`config.mk`:
```
export PLATFORM = sky130hd
export DESIGN_NAME = result_writeback_flat
export DESIGN_NICKNAME = d
export VERILOG_FILES = /design/src/rtl/cnn_pkg.sv /design/src/rtl/result_writeback_if.sv /design/src/rtl/result_pack_reg.sv /design/src/rtl/result_writeback.sv /design/src/flat_wrapper.sv
export SDC_FILE = /design/constraint.sdc
export NUM_CORES = 1
export LEC_CHECK = 0
export CORE_UTILIZATION = 43
export DETAILED_ROUTE_END_ITERATION = 10
export DONT_BUFFER_PORTS = 1
export PLACE_DENSITY_LB_ADDON = 0.1
export SYNTH_ARGS = -nofsm -noshare
export SYNTH_HDL_FRONTEND = slang
export SYNTH_HIERARCHICAL = 1
export SYNTH_SLANG_ARGS = --single-unit
```
`constraint.sdc`:
```
create_clock -name clk -period 3.3 [get_ports clk]
set_input_delay 0.66 -clock clk [delete_from_list [all_inputs] [get_ports clk]]
set_output_delay 0.66 -clock clk [all_outputs]
set_load 0.01 [all_outputs]
```
`src/rtl/cnn_pkg.sv`:
```
// Shared definitions for the convolution controller back end: default
// geometry of the result write-back stage and its FSM state type.
package cnn_pkg;

    localparam int WB_DATA_W    = 8;
    localparam int WB_PACK      = 4;
    localparam int WB_ADDR_W    = 8;
    localparam int WB_BASE_ADDR = 0;
    localparam int WB_MAX_WORDS = 43;

    typedef enum logic [1:0] {
        WB_IDLE    = 2'd0,
        WB_COLLECT = 2'd1,
        WB_WRITE   = 2'd2,
        WB_DONE    = 2'd3
    } wb_state_t;

endpackage

```
`src/rtl/result_writeback_if.sv`:
```
// Result stream (from the MAC array) and output-memory write port of the
// write-back stage. The stage itself uses the slave view; the environment
// (upstream producer plus memory) uses the master view.
interface result_writeback_if
    import cnn_pkg::*;
#(
    parameter int DATA_W = WB_DATA_W,
    parameter int PACK   = WB_PACK,
    parameter int ADDR_W = WB_ADDR_W
) ();

    logic                   res_valid;
    logic [DATA_W-1:0]      res_data;
    logic                   res_last;
    logic                   res_ready;
    logic                   mem_wr_en;
    logic [ADDR_W-1:0]      mem_addr;
    logic [PACK*DATA_W-1:0] mem_wdata;
    logic                   mem_ready;

    modport slave (
        input  res_valid, res_data, res_last, mem_ready,
        output res_ready, mem_wr_en, mem_addr, mem_wdata
    );

    modport master (
        output res_valid, res_data, res_last, mem_ready,
        input  res_ready, mem_wr_en, mem_addr, mem_wdata
    );

endinterface

```
`src/rtl/result_pack_reg.sv`:
```
// PACK x DATA_W lane register. Results are loaded into successive lanes
// (lane 0 in the LSBs); clear empties every lane and rewinds the counter.
// full_o flags that the next load completes the word.
module result_pack_reg
    import cnn_pkg::*;
#(
    parameter int DATA_W = WB_DATA_W,
    parameter int PACK   = WB_PACK
) (
    input  logic                   clk,
    input  logic                   rst,
    input  logic                   clr_i,
    input  logic                   load_i,
    input  logic [DATA_W-1:0]      din_i,
    output logic [PACK*DATA_W-1:0] lanes_o,
    output logic                   full_o
);

    localparam int CNT_W = $clog2(PACK + 1);

    logic [PACK*DATA_W-1:0] lanes_q, lanes_d;
    logic [CNT_W-1:0]       cnt_q, cnt_d;

    // Next lane contents: clear wins over load; a load beyond the last lane is dropped.
    always_comb begin
        lanes_d = lanes_q;
        cnt_d   = cnt_q;
        if (clr_i) begin
            lanes_d = {(PACK*DATA_W){1'b0}};
            cnt_d   = {CNT_W{1'b0}};
        end else if (load_i && (cnt_q < CNT_W'(PACK))) begin
            for (int i = 0; i < PACK; i++) begin
                if (cnt_q == CNT_W'(i)) begin
                    lanes_d[i*DATA_W +: DATA_W] = din_i;
                end else begin
                    lanes_d[i*DATA_W +: DATA_W] = lanes_q[i*DATA_W +: DATA_W];
                end
            end
            cnt_d = cnt_q + CNT_W'(1);
        end else begin
            lanes_d = lanes_q;
            cnt_d   = cnt_q;
        end
    end

    // Lane storage and fill counter.
    always_ff @(posedge clk or negedge rst) begin
        if (!rst) begin
            lanes_q <= {(PACK*DATA_W){1'b0}};
            cnt_q   <= {CNT_W{1'b0}};
        end else begin
            lanes_q <= lanes_d;
            cnt_q   <= cnt_d;
        end
    end

    assign lanes_o = lanes_q;
    assign full_o  = (cnt_q == CNT_W'(PACK - 1));

endmodule

```
`src/rtl/result_writeback.sv`:
```
// Result write-back stage: collects MAC results into PACK-lane words and
// writes them to consecutive output-memory addresses starting at BASE_ADDR.
// A run ends after MAX_WORDS words or after the word holding a result
// flagged last. All control outputs are registered copies of the next state.
module result_writeback
    import cnn_pkg::*;
#(
    parameter int DATA_W    = WB_DATA_W,
    parameter int PACK      = WB_PACK,
    parameter int ADDR_W    = WB_ADDR_W,
    parameter int BASE_ADDR = WB_BASE_ADDR,
    parameter int MAX_WORDS = WB_MAX_WORDS
) (
    input  logic              clk,
    input  logic              rst,
    input  logic              start,
    result_writeback_if.slave bus,
    output logic [ADDR_W-1:0] word_cnt,
    output logic              busy,
    output logic              done
);

    wb_state_t              state_q, state_d;
    logic                   last_q, last_d;
    logic [ADDR_W-1:0]      addr_q, addr_d;
    logic [ADDR_W-1:0]      word_cnt_q, word_cnt_d;
    logic                   res_ready_q, wr_en_q, busy_q, done_q;
    logic                   load_s, clr_s, full_s;
    logic [PACK*DATA_W-1:0] lanes_s;

    result_pack_reg #(
        .DATA_W (DATA_W),
        .PACK   (PACK)
    ) u_pack (
        .clk     (clk),
        .rst     (rst),
        .clr_i   (clr_s),
        .load_i  (load_s),
        .din_i   (bus.res_data),
        .lanes_o (lanes_s),
        .full_o  (full_s)
    );

    // Run sequencing: collect lanes, hold the write until memory takes it, then
    // either resume collecting or finish. A write is only entered after a load,
    // so an empty word is never written.
    always_comb begin
        state_d    = state_q;
        last_d     = last_q;
        addr_d     = addr_q;
        word_cnt_d = word_cnt_q;
        load_s     = 1'b0;
        clr_s      = 1'b0;
        case (state_q)
            WB_IDLE: begin
                if (start) begin
                    state_d    = WB_COLLECT;
                    addr_d     = ADDR_W'(BASE_ADDR);
                    word_cnt_d = {ADDR_W{1'b0}};
                    last_d     = 1'b0;
                    clr_s      = 1'b1;
                end else begin
                    state_d = WB_IDLE;
                end
            end
            WB_COLLECT: begin
                if (bus.res_valid) begin
                    load_s = 1'b1;
                    if (full_s || bus.res_last) begin
                        state_d = WB_WRITE;
                        last_d  = bus.res_last;
                    end else begin
                        state_d = WB_COLLECT;
                    end
                end else begin
                    state_d = WB_COLLECT;
                end
            end
            WB_WRITE: begin
                if (bus.mem_ready) begin
                    addr_d     = addr_q + ADDR_W'(1);
                    word_cnt_d = word_cnt_q + ADDR_W'(1);
                    last_d     = 1'b0;
                    clr_s      = 1'b1;
                    if (last_q || (word_cnt_q == ADDR_W'(MAX_WORDS - 1))) begin
                        state_d = WB_DONE;
                    end else begin
                        state_d = WB_COLLECT;
                    end
                end else begin
                    state_d = WB_WRITE;
                end
            end
            WB_DONE: begin
                state_d = WB_IDLE;
            end
            default: begin
                state_d = WB_IDLE;
            end
        endcase
    end

    // State, address/word counters and registered control outputs.
    always_ff @(posedge clk or negedge rst) begin
        if (!rst) begin
            state_q     <= WB_IDLE;
            last_q      <= 1'b0;
            addr_q      <= {ADDR_W{1'b0}};
            word_cnt_q  <= {ADDR_W{1'b0}};
            res_ready_q <= 1'b0;
            wr_en_q     <= 1'b0;
            busy_q      <= 1'b0;
            done_q      <= 1'b0;
        end else begin
            state_q     <= state_d;
            last_q      <= last_d;
            addr_q      <= addr_d;
            word_cnt_q  <= word_cnt_d;
            res_ready_q <= (state_d == WB_COLLECT);
            wr_en_q     <= (state_d == WB_WRITE);
            busy_q      <= (state_d == WB_COLLECT) || (state_d == WB_WRITE);
            done_q      <= (state_d == WB_DONE);
        end
    end

    assign bus.res_ready = res_ready_q;
    assign bus.mem_wr_en = wr_en_q;
    assign bus.mem_addr  = addr_q;
    assign bus.mem_wdata = lanes_s;
    assign word_cnt      = word_cnt_q;
    assign busy          = busy_q;
    assign done          = done_q;

endmodule

```
`src/flat_wrapper.sv`:
```
// flat-port wrapper written by rule: the top's interface ports become plain ports
module result_writeback_flat import cnn_pkg::*;
#(
    parameter int DATA_W    = WB_DATA_W,
    parameter int PACK      = WB_PACK,
    parameter int ADDR_W    = WB_ADDR_W,
    parameter int BASE_ADDR = WB_BASE_ADDR,
    parameter int MAX_WORDS = WB_MAX_WORDS
)
  (clk, rst, start, word_cnt, busy, done, bus_res_valid, bus_res_data, bus_res_last, bus_mem_ready, bus_res_ready, bus_mem_wr_en, bus_mem_addr, bus_mem_wdata);
  result_writeback_if #(.DATA_W(DATA_W), .PACK(PACK), .ADDR_W(ADDR_W)) bus_i ();
  input  logic clk;
  input  logic rst;
  input  logic start;
  output logic [ADDR_W-1:0] word_cnt;
  output logic busy;
  output logic done;
  input wire logic [$bits(bus_i.res_valid)-1:0] bus_res_valid;
  input wire logic [$bits(bus_i.res_data)-1:0] bus_res_data;
  input wire logic [$bits(bus_i.res_last)-1:0] bus_res_last;
  input wire logic [$bits(bus_i.mem_ready)-1:0] bus_mem_ready;
  output wire logic [$bits(bus_i.res_ready)-1:0] bus_res_ready;
  output wire logic [$bits(bus_i.mem_wr_en)-1:0] bus_mem_wr_en;
  output wire logic [$bits(bus_i.mem_addr)-1:0] bus_mem_addr;
  output wire logic [$bits(bus_i.mem_wdata)-1:0] bus_mem_wdata;
  assign bus_i.res_valid = bus_res_valid;
  assign bus_i.res_data = bus_res_data;
  assign bus_i.res_last = bus_res_last;
  assign bus_i.mem_ready = bus_mem_ready;
  assign bus_res_ready = bus_i.res_ready;
  assign bus_mem_wr_en = bus_i.mem_wr_en;
  assign bus_mem_addr = bus_i.mem_addr;
  assign bus_mem_wdata = bus_i.mem_wdata;
  result_writeback #(.DATA_W(DATA_W), .PACK(PACK), .ADDR_W(ADDR_W), .BASE_ADDR(BASE_ADDR), .MAX_WORDS(MAX_WORDS)) u_core (.clk(clk), .rst(rst), .start(start), .bus(bus_i), .word_cnt(word_cnt), .busy(busy), .done(done));
endmodule
```
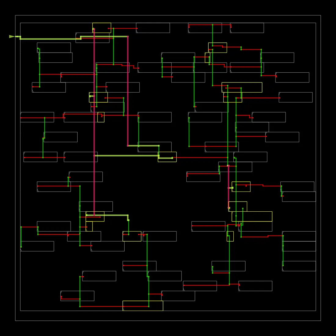
**Above:** clock wiring as the flow saved it.
CTS buffer count: 9
count of sequential standard cells: 58

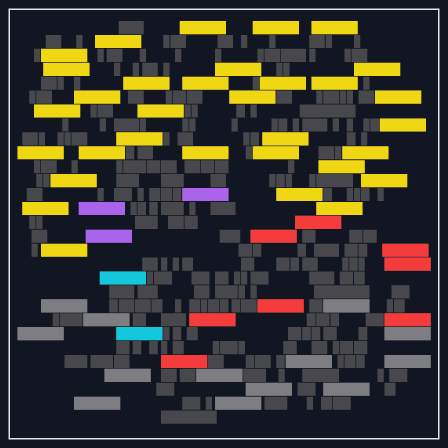
**Above:** where the registers sit.
signal	colour	flops
`u_core/u_pack/cnt_q`	purple	3
`u_core/state_q`	cyan	2
`u_core/u_pack/lanes_o`	yellow	32
`u_core/bus.mem_addr`	red	8
not coloured	13
seq pwr: 1.09 mW
utilization after layout: 0.500
fraction of area in registers: 0.455

==> flow_summary.yaml <==
# synthesis and place-and-route metrics
power:
  p_leak_nw: 1.36
  sw_share: 0.354
  power_per_cell_area_nw_per_um2: 766
  power_leader: "sequential cells"
  clockNetworkPower_mw: 0.783
  power.switching_mw: 0.864
  ir_drop_mv: 0.389
  power_combinational_mw: 0.574
  seq_power_share: 0.445
  cell_internal_pwr_mw: 1.58
synthesis:
  ys_sh_xor: 0
  mux_cell_area_share: 0.0353
  postSynthNetCount: 316
  flip_flops_with_a_built_in_enable: 0
  ys_types: 36
  cell_accounting_for_the_most_synthesized_area: "sky130_fd_sc_hd__dfrtp_1"
  synth-adder-area-share: 0.0480
  post_synth_ao_oa_area_fraction: 0.170
  yosysWarningCount: 6
  syn-instance-count: 291
  yosys-dominant-comb-family: "simple AND/OR/NAND/NOR gates"
  common_cells: "80 x sky130_fd_sc_hd__nand2_1, 58 x sky130_fd_sc_hd__dfrtp_1, 24 x sky130_fd_sc_hd__a21oi_2"
  yosys.cell_count.top_type: "sky130_fd_sc_hd__nand2_1"
  yosysSeqAreaShare: 0.506
  post-synth-top-area-fraction: 0.506
  main_area_contributors_after_synthesis: "sky130_fd_sc_hd__dfrtp_1 51%, sky130_fd_sc_hd__nand2_1 10%, sky130_fd_sc_hd__a21oi_2 7.3%, sky130_fd_sc_hd__ha_1 4.8%, sky130_fd_sc_hd__a21oi_1 3.3%"
  async_flop_share: 1.00
  ys_cells: 291
  ys_chip_area_um2: 2870
  numSynthFlops: 58
layout:
  inverters: 7
  fill_count: 599
  layout.cell_area.non_filler_um2: 3190
  buffer_area_frac: 0.0204
  stdcell_count: 374
  flip_flop_count_of_the_largest_register_after_layout: 32
  clock_tree_cell_share_of_total_cell_area: 0.0729
  antenna_cells: 0
  area.combinational_um2: 1320
  fin_nets: 317
  mostFrequentLayoutCell: "sky130_fd_sc_hd__nand2_1"
  comb_area_frac: 0.413
  post_route_cells_drive_above_1_share: 0.155
  mi_comb_cells: 211
  syn2layout_area_growth_pct: 11.2
  largestClassByArea: "registers"
  layout.area.seq_um2: 1450
  clock_buf_count: 10
worst_setup_path:
  cp_data_arrival_time_ps: 2450
  reg2regPathDepth: 5
  crit_path_max_fanout: 21
  critical_path_buf_inv_count: 0
  timing.critical_path.mode_cell: "sky130_fd_sc_hd__nand2_1"
  register_to_register_setup_slack_ps: 1040
  critPathRequiredTime_ps: 3490
  cpLargestDelayFamily: "simple AND/OR/NAND/NOR gates"
  critical_path.endpoint_type: "register"
  critical_path_depth: 5
  termination_of_the_worst_setup_path: "u_core/u_pack/lanes_o[29]"
  startpoint: "u_core/state_q[0]"
  cpPeakStageDelay_ps: 750
  cpMaxStageDelayCell: "sky130_fd_sc_hd__dfrtp_1"
flow_run:
  log_warnings: 32
  drv_cap: 0
placed_design:
  placed_cells_incl_taps: 355
  placement.io_buffers: 0
  gp_congestion: 0.767
  post_detailed_placement_cell_area_um2: 2910
  place_ws_ps: 1100
floorplan:
  io-pin-count: 66
  die_width_um: 83.7
  core_util_floorplan: 0.449
  die_height_um: 83.7
  taps: 77
routing:
  remaining_drc_errors: 0
  firstDrtPassIters: 4
  wl_met3_um: 557
  routedWlPerCell_um: 18.1
  met1_length_um: 3240
  route.detailed.vias_per_inst: 5.63
  drt_iter0_markers: 131
  route.vias.total: 2106
  top_layer_used: "met4"
clocking:
  insertion_delay_late_pin_ps: 340
  post_cts_resize_count: 0
  cts.root.buffer_cell: "sky130_fd_sc_hd__clkbuf_8"
  path_clk_slew_ps: 70
  post_cts_hold_buffer_count: 2
  tritoncts: "built"
  cts_htree_levels: 3
  clock_sinks: 58
  post_cts_buffers: 0
global_route:
  first_pass_grt_wire_length_um: 11300
  grt-busiest-layer: "met1"
  use_met1: 0.306
  number_of_antenna_violations_at_the_first_check_in_global_routing: 0
  grt_use_total: 0.212
  total_global_routing_overflow: 0
  gr-usage-met3: 0.0762
final_timing:
  timing.final.crit_period_ps: 2260
  rsz0062_at_grt: "false"
  max_slew.worst_pin.slew_ps: 667
  final-max-slew-violation-count: 0
  slew_headroom: 0.554
  tns_ps: 0
  timing.final.crit_share: 0.684
  clock.fmax_mhz: 443
  timing.final.setup_violations: 0
  finalHoldViolations: 0
  hold_slack_ps: 143
run_status:
  status: "finished clean"
Power figures rest on the tool's default switching activity, not on a simulated workload.
